**src/rtl/cmd_seq_pkg.sv**
```systemverilog
// rtl/cmd_seq_pkg.sv - shared types for the SD command queue sequencer
package cmd_seq_pkg;

    localparam logic [1:0] RSP_NONE  = 2'b00;
    localparam logic [1:0] RSP_LONG  = 2'b01;
    localparam logic [1:0] RSP_SHORT = 2'b10;
    localparam logic [1:0] RSP_BUSY  = 2'b11;

    typedef enum logic [2:0] {
        IDLE,
        ISSUE,
        WRITE,
        SWITCH,
        READ,
        READ_BUSY,
        COMPLETE,
        NRC
    } state_t;

    typedef struct packed {
        logic [5:0]  index;
        logic [31:0] arg;
        logic [1:0]  rsp_type;
    } req_t;

    typedef struct packed {
        logic timeout;
        logic crc;
        logic end_bit;
        logic index;
    } status_t;

    // Only short responses echo the command index back in bits [37:32].
    function automatic logic has_index(input logic [1:0] rsp_type);
        return rsp_type[1];
    endfunction

endpackage

```
**src/rtl/cmd_queue_seq_if.sv**
```systemverilog
// rtl/cmd_queue_seq_if.sv - request enqueue handshake bundle
interface cmd_queue_seq_if;
    import cmd_seq_pkg::*;

    logic valid;
    logic ready;
    req_t data;

    modport master (output valid, output data, input ready);
    modport slave  (input valid, input data, output ready);

endinterface

```
**src/rtl/cmd_queue_fifo.sv**
```systemverilog
// rtl/cmd_queue_fifo.sv - command request FIFO with flush
module cmd_queue_fifo
    import cmd_seq_pkg::*;
#(
    parameter int DEPTH = 4
) (
    input  logic            clk_i,
    input  logic            rst_ni,
    cmd_queue_seq_if.slave  enq,
    input  logic            pop,
    input  logic            flush,
    output req_t            head,
    output logic            empty,
    output logic            full
);
    localparam int AW = $clog2(DEPTH);
    localparam int CW = AW + 1;

    req_t           mem [DEPTH];
    logic [AW-1:0]  wr_ptr;
    logic [AW-1:0]  rd_ptr;
    logic [CW-1:0]  count;
    logic           do_push;
    logic           do_pop;

    assign full      = (count == CW'(DEPTH));
    assign empty     = (count == '0);
    assign enq.ready = !full;
    // Flush wins over a same-cycle push or pop.
    assign do_push   = enq.valid && !full && !flush;
    assign do_pop    = pop && !empty && !flush;
    assign head      = mem[rd_ptr];

    always_ff @(posedge clk_i) begin
        if (do_push) begin
            mem[wr_ptr] <= enq.data;
        end
    end

    always_ff @(posedge clk_i) begin
        if (!rst_ni) begin
            wr_ptr <= '0;
            rd_ptr <= '0;
            count  <= '0;
        end else if (flush) begin
            rd_ptr <= wr_ptr;
            count  <= '0;
        end else begin
            if (do_push) wr_ptr <= wr_ptr + AW'(1);
            if (do_pop)  rd_ptr <= rd_ptr + AW'(1);
            if (do_push && !do_pop) begin
                count <= count + CW'(1);
            end else if (do_pop && !do_push) begin
                count <= count - CW'(1);
            end
        end
    end

endmodule

```
**src/rtl/cmd_queue_seq.sv**
```systemverilog
// rtl/cmd_queue_seq.sv - queued SD command issue/response sequencer with retry
module cmd_queue_seq
    import cmd_seq_pkg::*;
#(
    parameter int DEPTH          = 4,
    parameter int TIMEOUT_CYCLES = 64,
    parameter int NRC_CYCLES     = 8,
    parameter int MAX_RETRIES    = 2
) (
    input  logic         clk_i,
    input  logic         rst_ni,
    input  logic         clk_en_p_i,
    input  logic         req_valid_i,
    output logic         req_ready_o,
    input  logic [5:0]   req_index_i,
    input  logic [31:0]  req_arg_i,
    input  logic [1:0]   req_rsp_type_i,
    output logic         tx_start_o,
    output logic [5:0]   tx_index_o,
    output logic [31:0]  tx_arg_o,
    input  logic         tx_done_i,
    output logic         rx_listen_o,
    output logic         rx_long_o,
    input  logic         rx_receiving_i,
    input  logic         rx_valid_i,
    input  logic [119:0] rx_rsp_i,
    input  logic         rx_crc_ok_i,
    input  logic         rx_end_bit_err_i,
    input  logic         dat0_i,
    input  logic         flush_i,
    output logic         cpl_valid_o,
    input  logic         cpl_ready_i,
    output logic [119:0] cpl_rsp_o,
    output logic [3:0]   cpl_status_o,
    output logic [1:0]   cpl_retries_o,
    output logic         busy_o
);
    localparam int TW = $clog2(TIMEOUT_CYCLES + 1);
    localparam int NW = $clog2(NRC_CYCLES + 1);

    cmd_queue_seq_if req_if ();

    state_t         state;
    req_t           cur;
    req_t           head;
    status_t        status;
    logic [1:0]     retries;
    logic [119:0]   rsp;
    logic [TW-1:0]  tmo_cnt;
    logic [NW-1:0]  nrc_cnt;
    logic           rx_seen;
    logic           rx_started;
    logic           retry_pend;
    logic           empty;
    logic           full;
    logic           pop;
    logic           reading;
    logic           got;
    logic           crc_now;
    logic           can_retry;
    logic           tmo_hit;
    logic           retry_now;

    assign req_if.valid = req_valid_i;
    assign req_if.data  = '{index: req_index_i, arg: req_arg_i, rsp_type: req_rsp_type_i};
    assign req_ready_o  = req_if.ready;

    cmd_queue_fifo #(.DEPTH(DEPTH)) u_fifo (
        .clk_i  (clk_i),
        .rst_ni (rst_ni),
        .enq    (req_if),
        .pop    (pop),
        .flush  (flush_i),
        .head   (head),
        .empty  (empty),
        .full   (full)
    );

    assign pop       = (state == IDLE) && clk_en_p_i && !empty;
    assign reading   = (state == READ) || (state == READ_BUSY);
    // A response may land between strobes; remember it until the next strobe.
    assign got       = rx_valid_i || rx_seen;
    assign crc_now   = rx_valid_i ? ~rx_crc_ok_i : status.crc;
    assign can_retry = int'(retries) < MAX_RETRIES;
    assign tmo_hit   = !got && !rx_started && !rx_receiving_i
                       && (tmo_cnt == TW'(TIMEOUT_CYCLES - 1));
    assign retry_now = can_retry && (tmo_hit || (got && crc_now));

    always_ff @(posedge clk_i) begin
        if (!rst_ni) begin
            state      <= IDLE;
            cur        <= '0;
            status     <= '0;
            retries    <= '0;
            rsp        <= '0;
            tmo_cnt    <= '0;
            nrc_cnt    <= '0;
            rx_seen    <= 1'b0;
            rx_started <= 1'b0;
            retry_pend <= 1'b0;
        end else begin
            if (reading && rx_valid_i) begin
                rsp            <= rx_rsp_i;
                rx_seen        <= 1'b1;
                status.crc     <= ~rx_crc_ok_i;
                status.end_bit <= rx_end_bit_err_i;
                status.index   <= has_index(cur.rsp_type) && (rx_rsp_i[37:32] != cur.index);
            end
            if (reading && clk_en_p_i) begin
                if (rx_receiving_i) begin
                    tmo_cnt    <= '0;
                    rx_started <= 1'b1;
                end else if (!rx_started && !got && !tmo_hit) begin
                    tmo_cnt <= tmo_cnt + TW'(1);
                end
            end

            case (state)
                IDLE: begin
                    if (pop) begin
                        cur     <= head;
                        retries <= '0;
                        status  <= '0;
                        state   <= ISSUE;
                    end
                end
                ISSUE: begin
                    if (clk_en_p_i) state <= WRITE;
                end
                WRITE: begin
                    if (clk_en_p_i && tx_done_i) begin
                        state <= (cur.rsp_type == RSP_NONE) ? COMPLETE : SWITCH;
                    end
                end
                SWITCH: begin
                    if (clk_en_p_i) begin
                        state      <= (cur.rsp_type == RSP_BUSY) ? READ_BUSY : READ;
                        status     <= '0;
                        tmo_cnt    <= '0;
                        rx_seen    <= 1'b0;
                        rx_started <= 1'b0;
                    end
                end
                READ, READ_BUSY: begin
                    if (clk_en_p_i) begin
                        if (tmo_hit) status.timeout <= 1'b1;
                        if (retry_now) begin
                            retries    <= retries + 2'd1;
                            retry_pend <= 1'b1;
                            state      <= NRC;
                        end else if (tmo_hit || (got && (state == READ || dat0_i))) begin
                            state <= COMPLETE;
                        end
                    end
                end
                COMPLETE: begin
                    if (cpl_ready_i) state <= NRC;
                end
                NRC: begin
                    if (clk_en_p_i) begin
                        if (nrc_cnt == NW'(NRC_CYCLES - 1)) begin
                            nrc_cnt    <= '0;
                            retry_pend <= 1'b0;
                            state      <= retry_pend ? ISSUE : IDLE;
                        end else begin
                            nrc_cnt <= nrc_cnt + NW'(1);
                        end
                    end
                end
                default: state <= IDLE;
            endcase
        end
    end

    assign tx_start_o    = (state == ISSUE);
    assign tx_index_o    = cur.index;
    assign tx_arg_o      = cur.arg;
    assign rx_listen_o   = (state == SWITCH);
    assign rx_long_o     = (cur.rsp_type == RSP_LONG);
    assign cpl_valid_o   = (state == COMPLETE);
    assign cpl_rsp_o     = rsp;
    assign cpl_status_o  = status;
    assign cpl_retries_o = retries;
    assign busy_o        = !((state == IDLE) && empty);

endmodule

```
**config.mk**
```make
export PLATFORM = sky130hd
export DESIGN_NAME = cmd_queue_seq
export DESIGN_NICKNAME = d
export VERILOG_FILES = /design/src/rtl/cmd_seq_pkg.sv /design/src/rtl/cmd_queue_seq_if.sv /design/src/rtl/cmd_queue_fifo.sv /design/src/rtl/cmd_queue_seq.sv
export SDC_FILE = /design/constraint.sdc
export NUM_CORES = 1
export LEC_CHECK = 0
export ABC_AREA = 1
export CORE_ASPECT_RATIO = 0.5
export CORE_MARGIN = 4
export CORE_UTILIZATION = 51
export CTS_BUF_LIST = sky130_fd_sc_hd__clkbuf_8
export DETAILED_ROUTE_END_ITERATION = 8
export GPL_ROUTABILITY_DRIVEN = 0
export PLACE_DENSITY = 0.83
export SETUP_SLACK_MARGIN = 0.4
export SYNTH_ARGS = -nofsm -noshare
export SYNTH_HDL_FRONTEND = slang
export SYNTH_SLANG_ARGS = --single-unit
```
**constraint.sdc**
```tcl
create_clock -name clk_i -period 5 [get_ports clk_i]
set_clock_uncertainty 0.15 [all_clocks]
set_input_delay 1.25 -clock clk_i [delete_from_list [all_inputs] [get_ports clk_i]]
set_output_delay 1.25 -clock clk_i [all_outputs]
set_load 0.02 [all_outputs]
```
**Routing congestion**

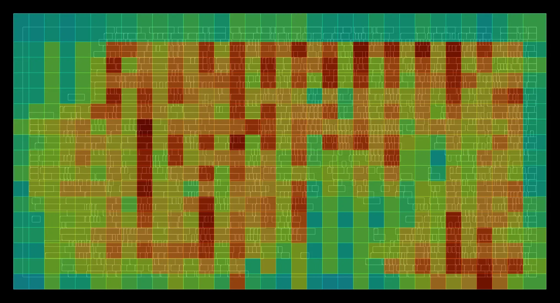
GR Util All Layers: 0.2427
fin util: 0.6955
met2 usage: 0.4268

**Gate families picked out**

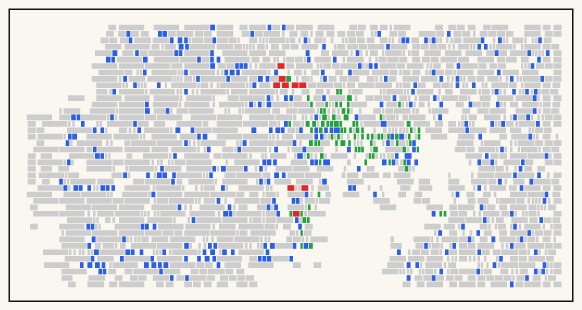
[inverting AOI/OAI gates] blue | cells: 325 | most used: o21ai_0 | where: widely spread
[XOR/XNOR gates] red | cells: 9 | most used: xor2_1
[NAND gates] green | cells: 86 | most used: nand2_1
Non-Filler Instances: 2081
most frequent logic cell in the layout: nor2_1
combinational share of cell area: 0.2269

**Signal wires by layer**

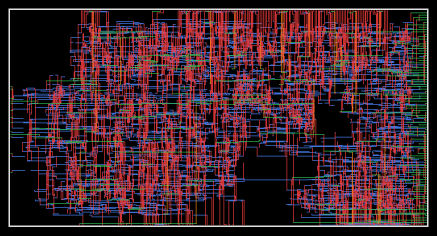
[met3] green | wire length: 2580 um
[met1] blue | wire length: 15100 um
[met4] orange | wire length: 780 um
[met2] red | wire length: 19000 um
Total Wirelength: 37.44 mm
WL per Instance: 17.99 um
vias: 11076

==> ci_impl_report.md <==
### Yosys + OpenROAD results

| Metric | Value |
|---|---|
| Status | finished, final reports clean |
| Non-CTS buffers | around 360 |
| Critical Path Max Stage Delay | 680 ps |
| Via/cell ratio | 5.322 |
| Static Leak | just under 7 nW |
| Seq area share | 0.4837 |
| Chip Height | roughly 120 um |
| DIE WIDTH | 238.0 um |
| Vias in the first global route | 10513 |
| # diodes | 0 |
| Initial antenna violation count | 0 |
| Synthesized Nets | roughly 1600 |
| R2R setup slack | between 2000 and 2500 ps |
| Fin crit period | around 3600 ps |
| Final setup violating endpoints | 0 |
| Biggest area consumer among synthesized cells | edfxtp_1 |
| Multi-In Gates | 886 |
| Yosys stat area | 0.01349 sq mm |
| Num CTS Buffers | 49 |
| Post-route DRC | 0 |
| Final HPWL DP | roughly 25 mm |
| Met1 WL | 15.05 mm |
| Adder share | 0.007976 |
| Comb. pwr | 1.58 mW |
| Int Pwr | ~5 mW |
| Cell Area, Placed | about 0.017 sq mm |
| Most flop-heavy register | u_fifo.mem |
| Max stage delay cell, worst path | clkdlybuf4s50_1 |
| Hold EP | cpl_status_o[3] |
| Seq/Total Area, Yosys | 0.6381 |
| Power Total | 7.131 mW |
| Logic area | 0.004039 sq mm |
| Origin of the worst setup path | state[2] |
| Iter 0 DRT Violations | 1000 |
| Multiplexer share | 0 |
| Non-clock buffer share | 0.1989 |
| Synth async-reset ratio | 0 |
| Post-place setup slack | 1032 ps |
| Top cells by count | nor2_1, o21ai_0, dfxtp_1 |
| CP top delay family | buffers and inverters |
| Max reg flops | 160 |
| DR WL met3 | 2.579 mm |
| Most frequent cell after synthesis | nor2_1 |
| Top cells, area | edfxtp_1, dfxtp_1, nor2_1, o21ai_0, buf_4 |
| Startpoint Class | flop |
| Flip-flops | between 300 and 400 |
| Yosys warns | 0 |
| Largest Pwr Group | sequential cells |
| Met1 Use GR | 0.3081 |
| Critical path depth | 5 |
| Clkbuf count | between 60 and 70 |
| Seq pwr | 3.38 mW |
| Top class by area | flip-flops and latches |
| Main synth FF type | dfxtp_1 |
| Starting Density | 0.5270 |
| Worst reg-to-reg path cell count | 5 |
| Switch Pwr | 2.120 mW |
| Synthesized area | 0.01349 sq mm |
| Clk ins delay skew pair | ~580 ps |
| Fillcell total | 1820 |
| Simple-Gate Area Share | 0.1563 |
| Syn Area/Cell | 9.561 sq um |
| Synthesis-to-finish area growth | 31.97% |
| Worst IR Drop VDD | 226.1 uV |
| Yosys cell count | 1411 |
No activity file was given, so power comes from the tool's default toggle rates.
